==> src/rtl/multdiv_sequencer_if.sv <==
// Operation request / result bundle for multdiv_sequencer.
interface multdiv_sequencer_if;
    logic        start;
    logic        op;
    logic [31:0] a;
    logic [31:0] b;
    logic        busy;
    logic        done;
    logic        div_zero;
    logic [31:0] hi;
    logic [31:0] lo;

    modport master (output start, op, a, b, input busy, done, div_zero, hi, lo);
    modport slave  (input start, op, a, b, output busy, done, div_zero, hi, lo);
endinterface

==> src/rtl/multdiv_sequencer.sv <==
// 32-iteration sequential multiply / restoring divide with divide-by-zero exception.
// Define MULTDIV_SIGNED_EN for two's-complement operands (sign fix-up applied at FINISH).
//
// state  | meaning
// IDLE   | waiting for start; hi/lo hold last result
// RUN    | one shift-add / shift-subtract iteration per edge, 32 edges
// FINISH | write hi/lo (sign-corrected), pulse done
// DZ     | divide by zero: pulse done + div_zero, results untouched
module multdiv_sequencer (
    input  logic               clk,
    input  logic               reset,
    multdiv_sequencer_if.slave bus
);
    typedef enum logic [1:0] {IDLE, RUN, FINISH, DZ} state_t;

    state_t      state, state_nxt;
    logic        accept, load_res;
    logic [5:0]  cnt;
    logic        op_r;
    logic [31:0] opnd;
    logic [63:0] acc, acc_step, res;
    logic [31:0] mag_a, mag_b;
    logic [32:0] sum, rem_sh, diff;
    logic        done_r, dz_r;
    logic [31:0] hi_r, lo_r;

`ifdef MULTDIV_SIGNED_EN
    logic neg_a_r, neg_b_r;

    assign mag_a = bus.a[31] ? 32'd0 - bus.a : bus.a;
    assign mag_b = bus.b[31] ? 32'd0 - bus.b : bus.b;

    // Quotient sign follows the operand signs, remainder follows the dividend.
    always_comb begin
        res = acc;
        if (op_r) begin
            res[31:0]  = (neg_a_r ^ neg_b_r) ? 32'd0 - acc[31:0] : acc[31:0];
            res[63:32] = neg_a_r ? 32'd0 - acc[63:32] : acc[63:32];
        end else if (neg_a_r ^ neg_b_r) begin
            res = 64'd0 - acc;
        end
    end

    always_ff @(posedge clk or posedge reset) begin
        if (reset) begin
            neg_a_r <= 1'b0;
            neg_b_r <= 1'b0;
        end else if (accept) begin
            neg_a_r <= bus.a[31];
            neg_b_r <= bus.b[31];
        end
    end
`else
    assign mag_a = bus.a;
    assign mag_b = bus.b;
    assign res   = acc;
`endif

    always_ff @(posedge clk or posedge reset) begin
        if (reset) state <= IDLE;
        else       state <= state_nxt;
    end

    always_comb begin
        state_nxt = state;
        accept    = 1'b0;
        load_res  = 1'b0;
        case (state)
            IDLE: begin
                if (bus.start) begin
                    if (bus.op && (bus.b == 32'd0)) begin
                        state_nxt = DZ;
                    end else begin
                        state_nxt = RUN;
                        accept    = 1'b1;
                    end
                end
            end
            RUN:    if (cnt == 6'd31) state_nxt = FINISH;
            FINISH: begin
                state_nxt = IDLE;
                load_res  = 1'b1;
            end
            DZ:      state_nxt = IDLE;
            default: state_nxt = IDLE;
        endcase
    end

    // acc is {partial product hi, multiplier} for MULT and {remainder, quotient} for DIV.
    always_comb begin
        sum    = {1'b0, acc[63:32]} + (acc[0] ? {1'b0, opnd} : 33'd0);
        rem_sh = acc[63:31];
        diff   = rem_sh - {1'b0, opnd};
        if (op_r) acc_step = diff[32] ? {rem_sh[31:0], acc[30:0], 1'b0}
                                      : {diff[31:0], acc[30:0], 1'b1};
        else      acc_step = {sum, acc[31:1]};
    end

    always_ff @(posedge clk or posedge reset) begin
        if (reset) begin
            cnt    <= 6'd0;
            op_r   <= 1'b0;
            opnd   <= 32'd0;
            acc    <= 64'd0;
            done_r <= 1'b0;
            dz_r   <= 1'b0;
            hi_r   <= 32'd0;
            lo_r   <= 32'd0;
        end else begin
            done_r <= (state == FINISH) || (state == DZ);
            dz_r   <= (state == DZ);
            if (accept) begin
                op_r <= bus.op;
                cnt  <= 6'd0;
                acc  <= bus.op ? {32'd0, mag_a} : {32'd0, mag_b};
                opnd <= bus.op ? mag_b : mag_a;
            end else if (state == RUN) begin
                acc <= acc_step;
                cnt <= cnt + 6'd1;
            end
            if (load_res) begin
                hi_r <= res[63:32];
                lo_r <= res[31:0];
            end
        end
    end

    assign bus.busy     = (state != IDLE);
    assign bus.done     = done_r;
    assign bus.div_zero = dz_r;
    assign bus.hi       = hi_r;
    assign bus.lo       = lo_r;
endmodule

==> src/flat_wrapper.sv <==
// flat-port wrapper written by rule: the top's interface ports become plain ports
module multdiv_sequencer_flat 
  (clk, reset, bus_start, bus_op, bus_a, bus_b, bus_busy, bus_done, bus_div_zero, bus_hi, bus_lo);
  multdiv_sequencer_if bus_i ();
  input  logic clk;
  input  logic reset;
  input wire logic [$bits(bus_i.start)-1:0] bus_start;
  input wire logic [$bits(bus_i.op)-1:0] bus_op;
  input wire logic [$bits(bus_i.a)-1:0] bus_a;
  input wire logic [$bits(bus_i.b)-1:0] bus_b;
  output wire logic [$bits(bus_i.busy)-1:0] bus_busy;
  output wire logic [$bits(bus_i.done)-1:0] bus_done;
  output wire logic [$bits(bus_i.div_zero)-1:0] bus_div_zero;
  output wire logic [$bits(bus_i.hi)-1:0] bus_hi;
  output wire logic [$bits(bus_i.lo)-1:0] bus_lo;
  assign bus_i.start = bus_start;
  assign bus_i.op = bus_op;
  assign bus_i.a = bus_a;
  assign bus_i.b = bus_b;
  assign bus_busy = bus_i.busy;
  assign bus_done = bus_i.done;
  assign bus_div_zero = bus_i.div_zero;
  assign bus_hi = bus_i.hi;
  assign bus_lo = bus_i.lo;
  multdiv_sequencer u_core (.clk(clk), .reset(reset), .bus(bus_i));
endmodule
==> config.mk <==
export PLATFORM = sky130hd
export DESIGN_NAME = multdiv_sequencer_flat
export DESIGN_NICKNAME = d
export VERILOG_FILES = /design/src/rtl/multdiv_sequencer_if.sv /design/src/rtl/multdiv_sequencer.sv /design/src/flat_wrapper.sv
export SDC_FILE = /design/constraint.sdc
export NUM_CORES = 1
export LEC_CHECK = 0
export CORE_MARGIN = 3
export CORE_UTILIZATION = 36
export DETAILED_ROUTE_END_ITERATION = 10
export PLACE_DENSITY = 0.62
export RECOVER_POWER = 50
export SETUP_SLACK_MARGIN = 0.1
export SYNTH_ARGS = -nofsm -noshare
export SYNTH_HDL_FRONTEND = slang
export SYNTH_SLANG_ARGS = --single-unit
==> constraint.sdc <==
create_clock -name clk -period 5.8 [get_ports clk]
set_clock_uncertainty 0.2 [all_clocks]
set_input_delay 1.45 -clock clk [delete_from_list [all_inputs] [get_ports clk]]
set_output_delay 1.45 -clock clk [all_outputs]
set_load 0.02 [all_outputs]
Run 1, wires at chosen ports, followed through buffers:
(2 px per um)
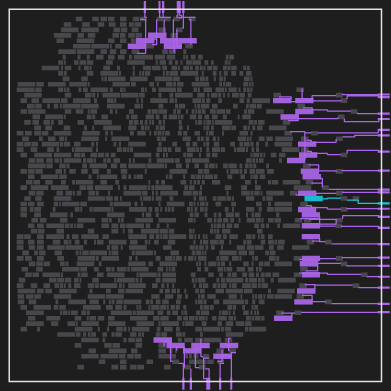
[purple] bus_hi | bits: 32 | direction: output | edge: 20 right, 6 bottom, 6 top | end cells: 32 | buffers: 32 | wire: 1,110 um
[cyan] bus_div_zero | bits: 1 | direction: output | edge: right | end cells: 1 | buffers: 1 | wire: 27.5 um
Top-Level Pins: 135
port buffer count: 134

Run 1, metal layers overlaid:
(3 px per um) Only two layers are drawn.
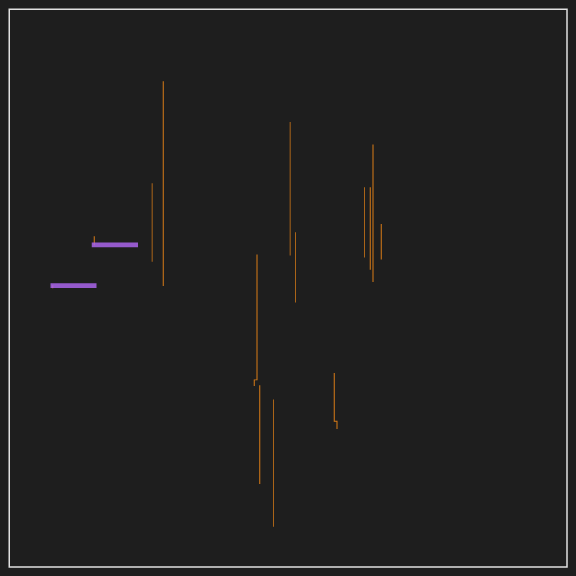
[purple] metal 5 | wire length: 27.6 um
[orange] metal 4 | wire length: 411 um
routed vias: 9,613
global-route total usage across every layer: 18.65%
routed wire length per instance: 18.13 um
Detailed Route WL: 31.67 mm

==> results_dict.tcl, run 1 <==
# metrics dict for downstream scripts
set metrics [dict create \
    run_status "finished, violations left" \
    failed_checks "capacitance limit, slew limit" \
    bufAreaShareNonClock_pct 10.38 \
    seq-cell-share_pct 30.89 \
    aoi_share_pct 18.17 \
    ys_dominant_reg_cell "sky130_fd_sc_hd__dfrtp_1" \
    sequential_cell_total 171 \
    edf_count 0 \
    cp_top_delay_family "AND-OR/OR-AND gates" \
    switching_power_mw 4.410 \
    cts-htree-levels 4 \
    synth-seq-area-share_pct 36.94 \
    place_area_um2 13290 \
    ff2ff_setup_slack_ps 1450 \
    critical_path.reg2reg.endpoint "u_core.acc[49]" \
    worstHoldPathCells 2 \
    synth-cells-yosys 1230 \
    tritoncts_clock_tree "yes" \
    die_y_um 185.4 \
    synthDistinctLibCells 65 \
    final_layout_top_logic_cell "sky130_fd_sc_hd__dfrtp_1" \
    total_of_max_cap_violations 2 \
    power_leader "combinational cells" \
    floorplan.die_area_um2 34370 \
    p_per_area_nw_per_um2 676.5 \
    totalNegativeSetupSlack_ps 0 \
    top_area_cell "sky130_fd_sc_hd__dfrtp_1" \
    rsz0062_at_grt "false" \
    top_area_cell_class "logic gates" \
    route.met2.wl_mm 13.50 \
    slew_viol_final 111 \
    core_region_area_um2 31640 \
    n_tap_cell 402 \
    fin_nets 1467 \
    hold-worst-slack_ps 278.4 \
    buffers_excl_clock 146 \
    vdd.ir_drop.worst_uv 270.0 \
    m1WireLength_mm 15.63 \
    finalHoldViolCount 0 \
    largest_reg_flops 64 \
    overflow 0 \
    slowest_stage "sky130_fd_sc_hd__xnor2_4" \
    largest_net_degree_at_the_start_of_global_routing 91 \
    synth_chip_area_um2 11580 \
    post_drt_via_cell_ratio 5.503 \
    netlist_top_cells_count "sky130_fd_sc_hd__dfrtp_1, sky130_fd_sc_hd__mux2i_1, sky130_fd_sc_hd__a21oi_1" \
    fmaxAchievable_mhz 229.8 \
    synth_flops 171 \
    weighted_congestion_at_the_end_of_routability_driven_global_placement 0.8783 \
    cts-resized-gates 0 \
    cts-root-to-sink-buffers 2 \
    crit_path_start "u_core.acc[31]" \
    num_antenna_cells 0 \
    syn_nets 1365 \
    placedCellCount 1715 \
    layout_top_cells "sky130_fd_sc_hd__dfrtp_1, sky130_fd_sc_hd__clkdlybuf4s50_1, sky130_fd_sc_hd__mux2i_1" \
    fa_ha_area_share_pct 7.366 \
    syn2layout_area_growth_pct 19.62 \
    final_cell_count_no_fill 1747 \
    clock_net_power_mw 1.19 \
    average_instance_area_after_synthesis_um2 9.419 \
    cp_slowest_stage_delay_ps 700 \
    logic_family "AND-OR/OR-AND gates" \
    cp_data_arrival_time_ps 4460 \
    layout-drive-gt1-share_pct 9.219 \
    cts_setup_buffers 0 \
    p_int_mw 4.965 \
    first_global_vias 9335 \
    max_fanout_on_critical_path 20 \
    core.rowCount 65 \
    powerSeq_mw 2.20 \
    grt_most_used_layer "met2" \
    timing.setup.critical_path_class "register to register" \
    route.top_layer_used "met5" \
    drt-pass1-iter-count 5 \
    leakagePower_nw 6.413 \
    min_path_type "register to register" \
    async_reset_ff_share_pct 100.0 \
    final.setup.worst_slack_ps 1449 \
    cp_num_cells 13 \
    seq_power_share_pct 23.5 \
    initial_utilization_pct 36.62 \
    count_of_tool_warnings 26 \
]
Run 1, clock wiring as the flow saved it:
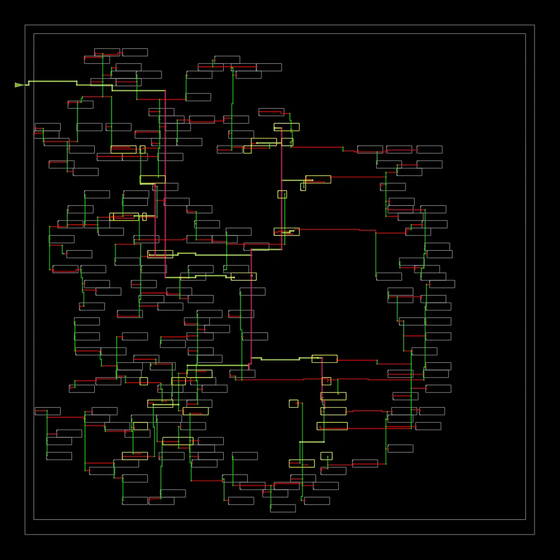
clock latency at the later pin of the worst-skew pair: 440 ps
number of clock buffers in the layout: 21
number of CTS-inserted buffers: 17
clk sinks: 171

Run 1, layout detail:
Region (129, 129) to (149, 149) um. Cells in gray, sequential cells in the stronger gray; small squares are vias.
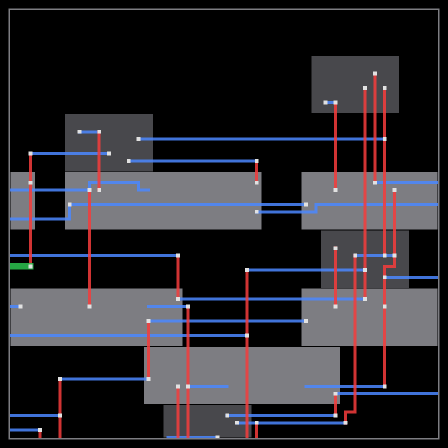

==> run 2: changes to the inputs <==
- PLACE_DENSITY: 0.62 -> 0.6
- clock period: 5.8 -> 4.2 ns (I/O delays scaled with it)
Run 2, layout detail:
Region (129, 129) to (149, 149) um. Cells in gray, sequential cells in the stronger gray; small squares are vias.
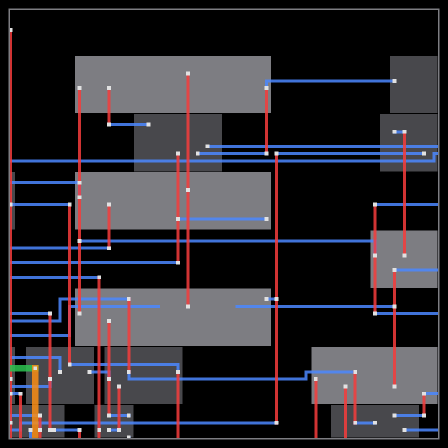
[red] metal 2
[orange] metal 4
[blue] metal 1
[green] metal 3
most frequent: dfrtp_1 (4), mux2_2 (3)
sequential cells in the window: 4
cells with their middle in the window: 12
netlist names of flops here include: u_core.acc (2), u_core.bus.hi (2)

==> run 2 against run 1 <==
Net effect: clock power rose by 34%; sequential share of layout area down 0.061 points; critical path depth unchanged; combinational power grew 39%; power grew 38%; the flow still finishes with violations (capacitance limit, slew limit).
==> results_dict.tcl, run 2 <==
# metrics dict for downstream scripts
set metrics [dict create \
    run_status "finished, violations left" \
    failed_checks "capacitance limit, slew limit" \
    cts_buffers 17 \
    total_of_max_cap_violations 3 \
    core.rowCount 65 \
    slowest_stage "sky130_fd_sc_hd__fa_1" \
    sequential_cell_total 171 \
    post_drt_via_cell_ratio 5.439 \
    p_int_mw 6.856 \
    switching_power_mw 6.109 \
    cp_num_cells 13 \
    synth_flops 171 \
    buffers_excl_clock 153 \
    fa_ha_area_share_pct 7.366 \
    max_fanout_on_critical_path 20 \
    netlist_top_cells_count "sky130_fd_sc_hd__dfrtp_1, sky130_fd_sc_hd__mux2i_1, sky130_fd_sc_hd__a21oi_1" \
    m1WireLength_mm 15.67 \
    count_of_tool_warnings 26 \
    slew_viol_final 200 \
    grt_most_used_layer "met1" \
    cts.sinks 171 \
    layout-drive-gt1-share_pct 9.837 \
    synth-cells-yosys 1230 \
    leakagePower_nw 6.443 \
    layout_top_cells "sky130_fd_sc_hd__dfrtp_1, sky130_fd_sc_hd__clkdlybuf4s50_1, sky130_fd_sc_hd__mux2i_1" \
    top_area_cell "sky130_fd_sc_hd__dfrtp_1" \
    route.met2.wl_mm 13.44 \
    cts_setup_buffers 0 \
    min_path_type "register to register" \
    floorplan.die_area_um2 34370 \
    clock_buffers 20 \
    largest_net_degree_at_the_start_of_global_routing 73 \
    vdd.ir_drop.worst_uv 467.6 \
    io_pins 135 \
    cp_data_arrival_time_ps 3820 \
]
Power is estimated from default activity; no workload was simulated.
